run_1/congestion.png
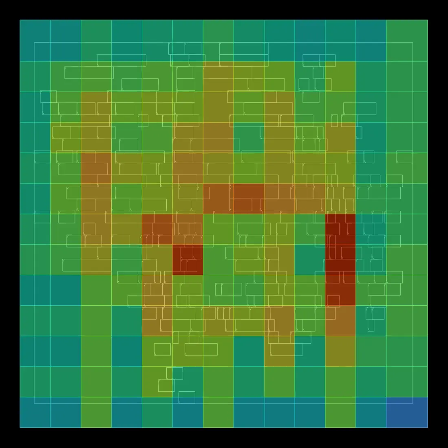
run_1/wires.png
(4 px per um) Only two layers are drawn.
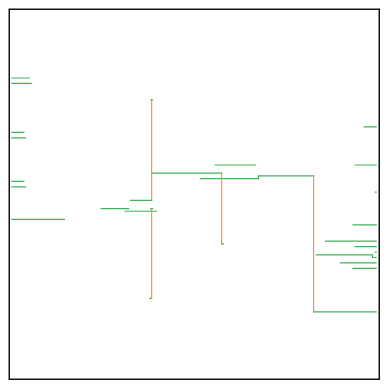
run_1/flops_by_reg.png
(4 px per um)
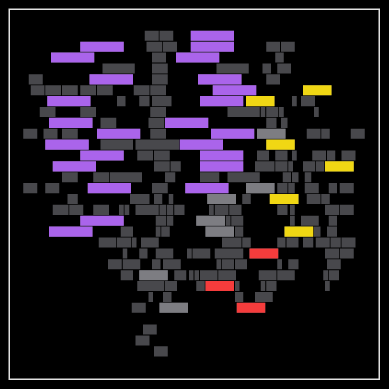
## config.mk

```make
export PLATFORM = sky130hd
export DESIGN_NAME = phys_reg_release_stage
export DESIGN_NICKNAME = d
export VERILOG_FILES = /design/src/rtl/phys_reg_release_stage.sv
export SDC_FILE = /design/constraint.sdc
export NUM_CORES = 1
export LEC_CHECK = 0
export CAP_MARGIN = 20
export CORE_MARGIN = 3
export CORE_UTILIZATION = 30
export CTS_CLUSTER_SIZE = 24
export DETAILED_ROUTE_END_ITERATION = 8
export PLACE_DENSITY_LB_ADDON = 0.25
export SETUP_SLACK_MARGIN = 0.05
export SKIP_CTS_REPAIR_TIMING = 1
export SYNTH_ARGS = -nofsm -noshare
export SYNTH_HDL_FRONTEND = slang
export SYNTH_SLANG_ARGS = --single-unit
```

## constraint.sdc

```tcl
create_clock -name clk -period 4.3 [get_ports clk]
set_clock_uncertainty 0.2 [all_clocks]
set_input_delay 0.645 -clock clk [delete_from_list [all_inputs] [get_ports clk]]
set_output_delay 0.645 -clock clk [all_outputs]
set_load 0.02 [all_outputs]
```

## src/rtl/phys_reg_release_stage.sv

```systemverilog
// Release stage feeding the physical-register free list: seeds it with unmapped
// registers after reset, then stages up to two retire releases per cycle.
module phys_reg_release_stage #(
   parameter int NUM_PHYS_REGS = 64,
   parameter int NUM_ARCH_REGS = 32,
   parameter int QUEUE_DEPTH   = 4,
   localparam int PHYS_ADDR_W  = $clog2(NUM_PHYS_REGS)
) (
   input  logic                        clk,
   input  logic                        rst,
   input  logic [1:0]                  release_valid,
   input  logic [1:0][PHYS_ADDR_W-1:0] release_phys_addr,
   output logic                        release_ready,
   input  logic                        free_list_full,
   input  logic                        free_list_pop,
   output logic                        free_list_push,
   output logic                        free_list_potential_push,
   output logic [PHYS_ADDR_W-1:0]      free_list_data_in,
   output logic                        init_done
);

   localparam int PTR_W = $clog2(QUEUE_DEPTH);
   localparam int CNT_W = PTR_W + 1;

   typedef enum logic {
      INIT = 1'b0,
      RUN  = 1'b1
   } state_t;

   state_t                 state_r;
   logic [PHYS_ADDR_W-1:0] init_addr_r;
   logic [PHYS_ADDR_W-1:0] queue_r [QUEUE_DEPTH];
   logic [PTR_W-1:0]       head_r;
   logic [PTR_W-1:0]       tail_r;
   logic [CNT_W-1:0]       count_r;

   logic                   pot_s;
   logic [PHYS_ADDR_W-1:0] data_s;
   logic                   push_s;
   logic                   drain_s;
   logic                   ready_s;
   logic                   acc0_s;
   logic                   acc1_s;
   logic [1:0]             num_acc_s;
   logic [CNT_W-1:0]       count_next_s;

   // Candidate push source: seed counter during INIT, queue head during RUN.
   always_comb begin
      pot_s  = 1'b0;
      data_s = '0;
      case (state_r)
         INIT: begin
            pot_s  = 1'b1;
            data_s = init_addr_r;
         end
         RUN: begin
            pot_s  = (count_r != '0);
            data_s = queue_r[head_r];
         end
         default: begin
            pot_s  = 1'b0;
            data_s = '0;
         end
      endcase
   end

   // Handshake, accept and occupancy bookkeeping; x0 releases are never queued.
   always_comb begin
      push_s       = rst & pot_s & (~free_list_full | free_list_pop);
      drain_s      = push_s & (state_r == RUN);
      // Registered count only: a same-cycle drain does not earn extra credit.
      ready_s      = rst & (state_r == RUN) &
                     ((CNT_W'(QUEUE_DEPTH) - count_r) >= CNT_W'(2));
      acc0_s       = release_valid[0] & ready_s & (release_phys_addr[0] != '0);
      acc1_s       = release_valid[1] & ready_s & (release_phys_addr[1] != '0);
      num_acc_s    = {1'b0, acc0_s} + {1'b0, acc1_s};
      count_next_s = count_r + CNT_W'(num_acc_s) - CNT_W'(drain_s);
   end

   // Outputs are held low while reset is asserted.
   always_comb begin
      release_ready            = ready_s;
      free_list_push           = push_s;
      free_list_potential_push = rst & pot_s;
      free_list_data_in        = rst ? data_s : '0;
      init_done                = rst & (state_r == RUN);
   end

   // Control state: seeding counter, FSM and queue pointers.
   always_ff @(posedge clk) begin
      if (!rst) begin
         state_r     <= INIT;
         init_addr_r <= PHYS_ADDR_W'(NUM_ARCH_REGS);
         head_r      <= '0;
         tail_r      <= '0;
         count_r     <= '0;
      end else begin
         case (state_r)
            INIT: begin
               if (push_s) begin
                  init_addr_r <= init_addr_r + PHYS_ADDR_W'(1);
                  if (init_addr_r == PHYS_ADDR_W'(NUM_PHYS_REGS - 1)) begin
                     state_r <= RUN;
                  end else begin
                     state_r <= INIT;
                  end
               end else begin
                  state_r <= INIT;
               end
            end
            RUN: begin
               state_r <= RUN;
            end
            default: begin
               state_r <= INIT;
            end
         endcase
         if (drain_s) begin
            head_r <= head_r + PTR_W'(1);
         end else begin
            head_r <= head_r;
         end
         tail_r  <= tail_r + PTR_W'(num_acc_s);
         count_r <= count_next_s;
      end
   end

   // Queue storage; port 1 lands behind port 0 when both are accepted.
   always_ff @(posedge clk) begin
      if (acc0_s) begin
         queue_r[tail_r] <= release_phys_addr[0];
      end
      if (acc1_s) begin
         queue_r[tail_r + PTR_W'(acc0_s)] <= release_phys_addr[1];
      end
   end

   // Interface and occupancy invariants.
   a_no_push_when_full: assert property (@(posedge clk) disable iff (!rst)
      !(free_list_push && free_list_full && !free_list_pop));
   a_no_overflow: assert property (@(posedge clk) disable iff (!rst)
      count_next_s <= CNT_W'(QUEUE_DEPTH));
   a_release_protocol: assert property (@(posedge clk) disable iff (!rst)
      (release_valid != 2'b00) |-> release_ready);

endmodule

```

==> out/qor.csv, run 1 <==
metric;value;unit
Crit path max-delay family;adder cells;
Internal Dissipation;0.000614;W
share of Yosys cell area claimed by the top area cell type;32.4;%
number of standard cells reported by yosys;177;
Maximum Capacitance Violations;0;
port buffer count;27;
most frequent logic cell in the layout;clkdlybuf4s50_1;
Critical Path Stages;14;
Die Y;92.1;um
outcome;completed;
worst stage delay on the critical path;570;ps
number of vias after detailed routing;1413;
highest ir drop seen on vdd;116;uV
area of all placed cells without fillers;2750;sq um
via density per instance;4.59;
count of unique library cells instantiated by Yosys;37;
chip area;8490;sq um
Setup Viol. Count Final;0;
most common logic cells in the final layout;27 x clkdlybuf4s50_1, 24 x mux2_2, 24 x edfxtp_1, 16 x dfxtp_1, 11 x nand2_1;
HPWL reported at the end of detailed placement;3380;um
post-route total power;0.000784;W
CTS tree;built;
slew margin rel.;26.8;%
maximum number of pins on one net before global-route repair;24;
part of the power in combinational logic;7.2;%
Setup TNS;0;ps
Worst Path Buf+Inv;5;
H-tree lvl count;2;
clock tree root driver cell;clkbuf_8;
number of nets in the layout;240;
overall global routing resource usage;11.3;%
RSZ-0062 raised after global routing;false;
worst-path cell with the longest stage delay;or4_1;
total number of clock tree sinks;40;
worst slack on hold paths;258;ps
Rows;30;
Initial DRT Pass Iterations;4;
area of the synthesized netlist per yosys stat;2230;sq um
count of synthesis-stage warnings from yosys;0;
die width;92.1;um
highest clock frequency the design can meet;263;MHz
Leakage Power;0.975;nW
area occupied by multi-input gates;1130;sq um
top-level I/O count;28;
switching portion of total power;21.7;%
async set-or-reset flop fraction in the synthesized netlist;0;%
post-synthesis instance area;2230;sq um
Hold Path Depth;1;
number of endpoints with negative hold slack in the final report;0;
number of synthesized flops with an enable pin;24;
number of remaining DRC errors;0;
Notes on congestion.png above:
Post-Route Utilization: 39.3%
GR Layer Usage met3: 2.79%
met2 track utilization from global routing: 18.8%
global-route met1 utilization: 13.7%

Notes on wires.png above:
metal 3: shown in green, wire length 191 um. metal 4: shown in orange, wire length 99.3 um.

Notes on flops_by_reg.png above:
queue_r: shown in purple, placed flops 24. init_addr_r: shown in yellow, placed flops 6. count_r: shown in red, placed flops 3.
Another 7 sequential cells are not colored.

==> run 1: flip-flops by register name, summed over array words and instances, names as in the netlist, named ones only <==
name and count:
head_r 2, count_r 3, tail_r 2, queue_r 24
state_r 1, init_addr_r 6
==> run 1: power groups by stage <==
stage	Clock [W]	Sequential [W]	Combinational [W]
floorplan	0	0.000417	0.0000253
global placement	0	0.000418	0.0000564
detailed placement	0	0.000418	0.0000566
CTS	0.000332	0.000409	0.0000571
global route	0.000342	0.000409	0.0000615
finish	0.000319	0.000409	0.0000564
==> run 1: stage by stage <==
stage | worst slack, ps | cells
finish | 495 | 308
global route | 321 | 308
CTS | 487 | 308
detailed placement | 185 | 300
global placement | 230 | 300
floorplan | 789 | 177
==> run 1: area by class of cell <==
| cell class | count | area share [%] |
|---|---|---|
| sequential | 40 | 37.9 |
| clock inverter | 3 | 1.73 |
| multi-input combinational | 123 | 41.0 |
| tap | 96 | 4.38 |
| timing repair buffer | 32 | 11.2 |
| clock buffer | 5 | 2.51 |
| inverter | 9 | 1.23 |
==> run 1: final timing paths <==
kind	to	slack [ps]	startpoint
worst max-delay path	count_r[2]	490	release_phys_addr[3]
worst min-delay path	flop	260	head_r[1]
worst min register to register	flop	260	head_r[1]
worst max register to register	count_r[2]	580	count_r[0]
==> run 1: per-layer routing <==
layer,global-route usage [%],share of wire [%]
met5,0,0
met4,5.07,2.2
met3,2.79,4.3
met2,18.8,47
met1,13.7,46
==> run 1: cells by family after synthesis <==
| group | after synthesis | share of synthesized area [%] |
|---|---|---|
| muxes | 38 | 21.8 |
| xor gates and xnor gates | 10 | 3.93 |
| adders and majority gates | 11 | 6.52 |
| and+or+nand+nor | 53 | 14.6 |
| AOI/OAI and AO/OA | 11 | 3.77 |
| DFF | 40 | 46.8 |
| buffers and inverters | 14 | 2.64 |
==> run 2: changes to the inputs <==
--- a/config.mk
+++ b/config.mk
@@ -6,6 +6,7 @@
 export NUM_CORES = 1
 export LEC_CHECK = 0
 export CAP_MARGIN = 20
+export CORE_ASPECT_RATIO = 0.9
 export CORE_MARGIN = 3
 export CORE_UTILIZATION = 30
 export CTS_CLUSTER_SIZE = 24
==> constraint.sdc (replaced) <==
create_clock -name clk -period 4.3 [get_ports clk]
set_clock_uncertainty 0.2 [all_clocks]
set_input_delay 0.645 -clock clk [delete_from_list [all_inputs] [get_ports clk]]
set_output_delay 0.645 -clock clk [all_outputs]
set_load 0.005 [all_outputs]
run_2/flops_by_reg.png
(4 px per um)
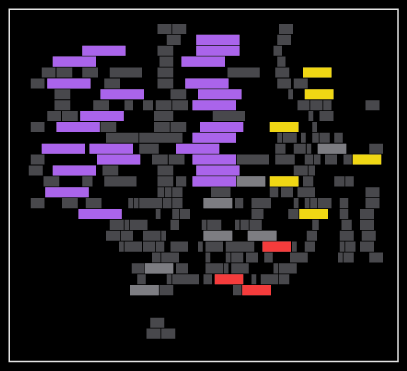
init_addr_r: shown in yellow, placed flops 6. count_r: shown in red, placed flops 3. queue_r: shown in purple, placed flops 24.
Another 7 sequential cells are not colored.

run_2/wires.png
(4 px per um) Only two layers are drawn.
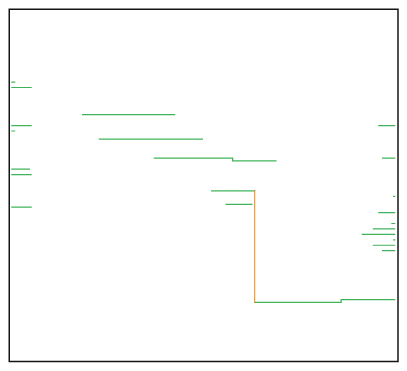
metal 3: shown in green, wire length 191 um. metal 4: shown in orange, wire length 27.9 um.

==> out/qor.csv, run 2 <==
metric;value;unit
part of the power in combinational logic;6.9;%
Synth Area in XOR/XNOR;3.93;%
async set-or-reset flop fraction in the synthesized netlist;0;%
Setup TNS;0;ps
final std cells w/o fill;306;
post-route total power;0.000777;W
highest clock frequency the design can meet;262;MHz
Rows;29;
slew margin rel.;29.3;%
worst stage delay on the critical path;580;ps
Hold Path Depth;1;
most common logic cells in the final layout;27 x clkdlybuf4s50_1, 24 x mux2_2, 24 x edfxtp_1, 16 x dfxtp_1, 11 x nand2_1;
H-tree lvl count;2;
portion of netlist area occupied by mux cells;21.8;%
share of Yosys cell area claimed by the top area cell type;32.4;%
flip-flop count of the largest register, all copies and words added;24;
area of the synthesized netlist per yosys stat;2230;sq um
number of cells after detailed placement;298;
Post-Route Utilization;38.6;%
count of synthesis-stage warnings from yosys;0;
worst-case setup slack after placement;150;ps
most frequent logic cell in the layout;clkdlybuf4s50_1;
RSZ-0062 raised after global routing;false;
least setup slack across all paths after layout;478;ps
maximum number of pins on one net before global-route repair;24;
chip area;8490;sq um
post-synthesis instance area;2230;sq um
Setup Viol. Count Final;0;
Internal Dissipation;0.000614;W
Maximum Capacitance Violations;0;
Initial DRT Pass Iterations;4;
switching portion of total power;20.9;%
highest ir drop seen on vdd;136;uV
number of nets in the layout;241;
number of endpoints with negative hold slack in the final report;0;
Leakage Power;0.977;nW
area of all placed cells without fillers;2750;sq um
overall global routing resource usage;11.1;%
outcome;completed;
port buffer count;27;
HPWL reported at the end of detailed placement;3330;um
largest registers ranked by flip-flop count;queue_r x24, init_addr_r x6, count_r x3;
number of synthesized flops with an enable pin;24;
total number of clock tree sinks;40;
Crit path max-delay family;adder cells;
Worst Path Buf+Inv;5;
critical register-to-register path endpoint;count_r[2];
run_2/layer_met1.png
(6 px per um) Supply wires on this layer in gray. Cells faint in the background.
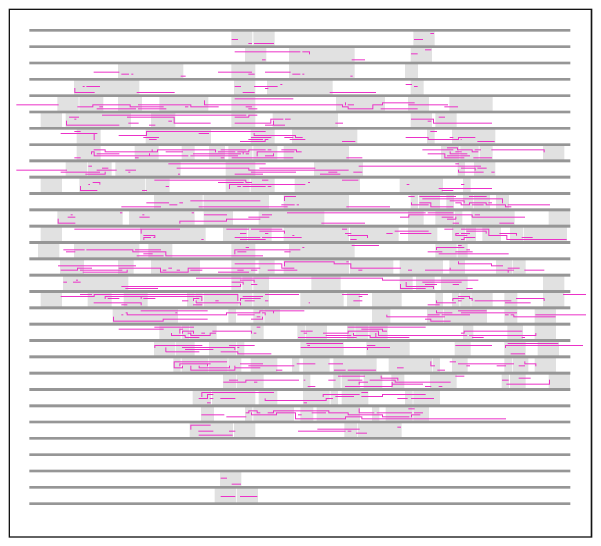
The wires run mostly horizontal. The longest straight run is 31.1 um. The layer holds 48% of the routed length. 213 nets have wire on it.

[run 2: cell types whose count changed in the layout (fill, tap and decap cells not counted)]
cell,before,now
inv_6,0,1
clkinvlp_4,0,1
clkinv_4,2,0
buf_4,5,6
[run 2: power groups by stage]
stage                     sequential, W  clock (W)  combinational, W
after global placement         0.000418          0         0.0000536
after floorplan                0.000417          0         0.0000222
after detailed placement       0.000418          0         0.0000537
after global routing           0.000409   0.000334         0.0000591
final                          0.000409   0.000315         0.0000535
after CTS                      0.000409   0.000326         0.0000542
[run 2: cells by family after synthesis]
logic type | count (synthesis)
muxes | 38
adders and majority gates | 11
DFF | 40
AOI/OAI and AO/OA | 11
xor gates and xnor gates | 10
and+or+nand+nor | 53
buffers and inverters | 14
[run 2: layout make-up]
class / instances / area (sq um)
Multi-Input combinational cell: 123 / 1130
Inverter: 9 / 33.8
Sequential cell: 40 / 1040
Fill cell: 711 / 4360
Clock inverter: 3 / 46.3
Timing Repair Buffer: 33 / 315
Tap cell: 93 / 116
Clock buffer: 5 / 68.8
[run 2: worst max-delay path by stage]
stage | end | start | cells after the start | slack (ps)
after CTS | count_r[2] | release_phys_addr[2] | 14 | 470
after detailed placement | count_r[2] | release_phys_addr[2] | 14 | 150
after global routing | count_r[2] | release_phys_addr[2] | 14 | 260
final | count_r[2] | release_phys_addr[2] | 14 | 480
after global placement | count_r[2] | release_phys_addr[2] | 14 | 230
after floorplan | count_r[2] | release_phys_addr[2] | 13 | 840
[run 2: routing by layer]
metal / GRT usage [%] / part of all wire, %
met1: 14.3 / 48
met2: 18.7 / 47
met3: 2.95 / 4.4
met4: 2.68 / 0.62
met5: 0 / 0
==> run 3: changes to the inputs <==
--- a/config.mk
+++ b/config.mk
@@ -8,9 +8,10 @@
 export CAP_MARGIN = 20
 export CORE_ASPECT_RATIO = 0.9
 export CORE_MARGIN = 3
-export CORE_UTILIZATION = 30
+export CORE_UTILIZATION = 55
 export CTS_CLUSTER_SIZE = 24
 export DETAILED_ROUTE_END_ITERATION = 8
+export GPL_ROUTABILITY_DRIVEN = 0
 export PLACE_DENSITY_LB_ADDON = 0.25
 export SETUP_SLACK_MARGIN = 0.05
 export SKIP_CTS_REPAIR_TIMING = 1
==> constraint.sdc (replaced) <==
create_clock -name clk -period 4 [get_ports clk]
set_clock_uncertainty 0.2 [all_clocks]
set_input_delay 0.6 -clock clk [delete_from_list [all_inputs] [get_ports clk]]
set_output_delay 0.6 -clock clk [all_outputs]
set_load 0.005 [all_outputs]
run_3/congestion.png
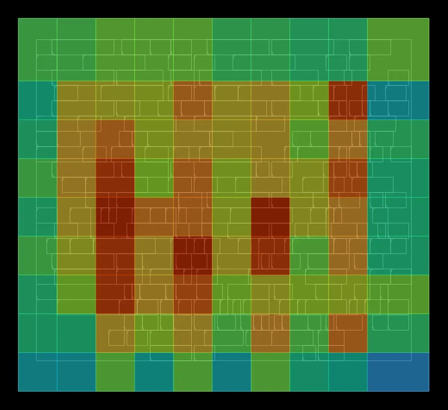
GR peak layer: met2
routed length per instance: 16.9 um
overall global routing resource usage: 21.3%
Post-Route Utilization: 71.3%
GR Layer Usage met3: 5.02%

run_3/layer_met3.png
(4 px per um) Cells faint in the background.
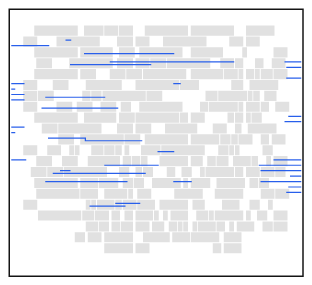
The layer carries 304 um of wire. The wires run mostly horizontal. 28 nets have wire on it. The longest straight run is 30.8 um.

==> out/qor.csv, run 3 <==
metric;value;unit
flip-flop count of the largest register, all copies and words added;24;
source of the worst register-to-register timing path;count_r[0];
Setup TNS;0;ps
top-level I/O count;28;
least setup slack across all paths after layout;305;ps
H-tree lvl count;2;
via density per instance;5.62;
Crit path max-delay family;adder cells;
number of endpoints with negative hold slack in the final report;0;
number of nets in the layout;245;
worst slack on hold paths;296;ps
number of standard cells reported by yosys;177;
number of vias after detailed routing;1478;
clock tree root driver cell;clkbuf_8;
final std cells w/o fill;263;
chip area;4850;sq um
worst-path cell with the longest stage delay;or4_1;
Setup Viol. Count Final;0;
most frequent logic cell in the layout;clkdlybuf4s50_1;
register with the highest flop count;queue_r;
share of Yosys cell area claimed by the top area cell type;32.4;%
worst-case setup slack after placement;-17.8;ps
die width;73.1;um
post-route total power;0.000814;W
outcome;completed;
HPWL reported at the end of detailed placement;3260;um
highest ir drop seen on vdd;223;uV
worst stage delay on the critical path;580;ps
Critical Path Stages;14;
maximum number of pins on one net before global-route repair;24;
RSZ-0062 raised after global routing;false;
Maximum Capacitance Violations;0;
number of synthesized flops with an enable pin;24;
number of cells after detailed placement;254;
Initial DRT Pass Iterations;4;
slew margin rel.;56.4;%
Rows;21;
highest clock frequency the design can meet;271;MHz
Die Y;66.4;um
number of remaining DRC errors;0;
startpoint of the worst hold path;head_r[1];
Critical path origin;release_phys_addr[2];
count of synthesis-stage warnings from yosys;0;
Worst setup endpoint;count_r[2];
most common logic cells in the final layout;27 x clkdlybuf4s50_1, 24 x mux2_2, 24 x edfxtp_1, 16 x dfxtp_1, 11 x nand2_1;
run_3/layer_met1.png
(8 px per um) Supply wires on this layer in gray. Cells faint in the background.
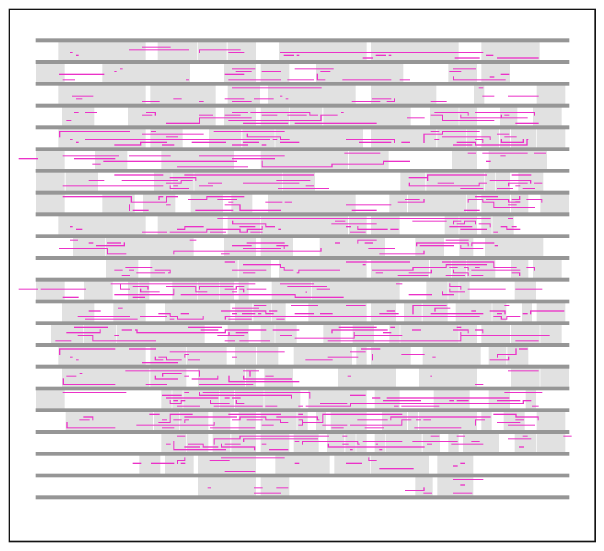
221 nets have wire on it. The wires run mostly horizontal.

-- run 3: cell counts after synthesis --
Identical to the previous run, type by type.
-- run 3: how the worst min path moves through the flow --
stage,end,slack [ps],depth (start not counted)
finish,flop,300,1
detailed placement,flop,250,1
global placement,head_r[1],240,1
global route,flop,310,1
CTS,flop,310,1
floorplan,flop,230,1
-- run 3: metal layers --
layer	vias up	global-route usage, %	share of wire, %
met4	0	8.29	1.4
met5	-	0	0
met1	706	26.0	40
met3	8	5.02	6.8
met2	44	36.0	51
li1	720	-	-
-- run 3: cell families after synthesis --
| group | synth area share (%) |
|---|---|
| and+or+nand+nor | 14.6 |
| DFF | 46.8 |
| muxes | 21.8 |
| buffers and inverters | 2.64 |
| AOI/OAI and AO/OA | 3.77 |
| adders and majority gates | 6.52 |
| xor gates and xnor gates | 3.93 |
-- run 3: through the flow --
step	cell area, sq um	util, %
2_1_floorplan	2230	-
3_3_place_gp	2600	68.1
3_5_place_dp	2600	68.1
4_1_cts	2710	71.0
5_1_grt	2720	71.3
6_report	2720	71.3
-- run 3: layout make-up --
cell class / count / area, sq um
timing repair buffer: 37 / 343
multi-input combinational: 123 / 1130
fill: 257 / 1090
clock inverter: 2 / 16.3
tap: 46 / 57.6
clock buffer: 6 / 93.8
inverter: 9 / 33.8
sequential: 40 / 1040
-- run 3: power by group --
| part | total (W) | switching [W] | internal (W) |
|---|---|---|---|
| Sequential | 0.000440 | 0.00000233 | 0.000437 |
| Clock | 0.000317 | 0.000154 | 0.000163 |
| Combinational | 0.0000573 | 0.0000218 | 0.0000355 |
| Total | 0.000814 | 0.000179 | 0.000636 |
Power is estimated from default activity; no workload was simulated.
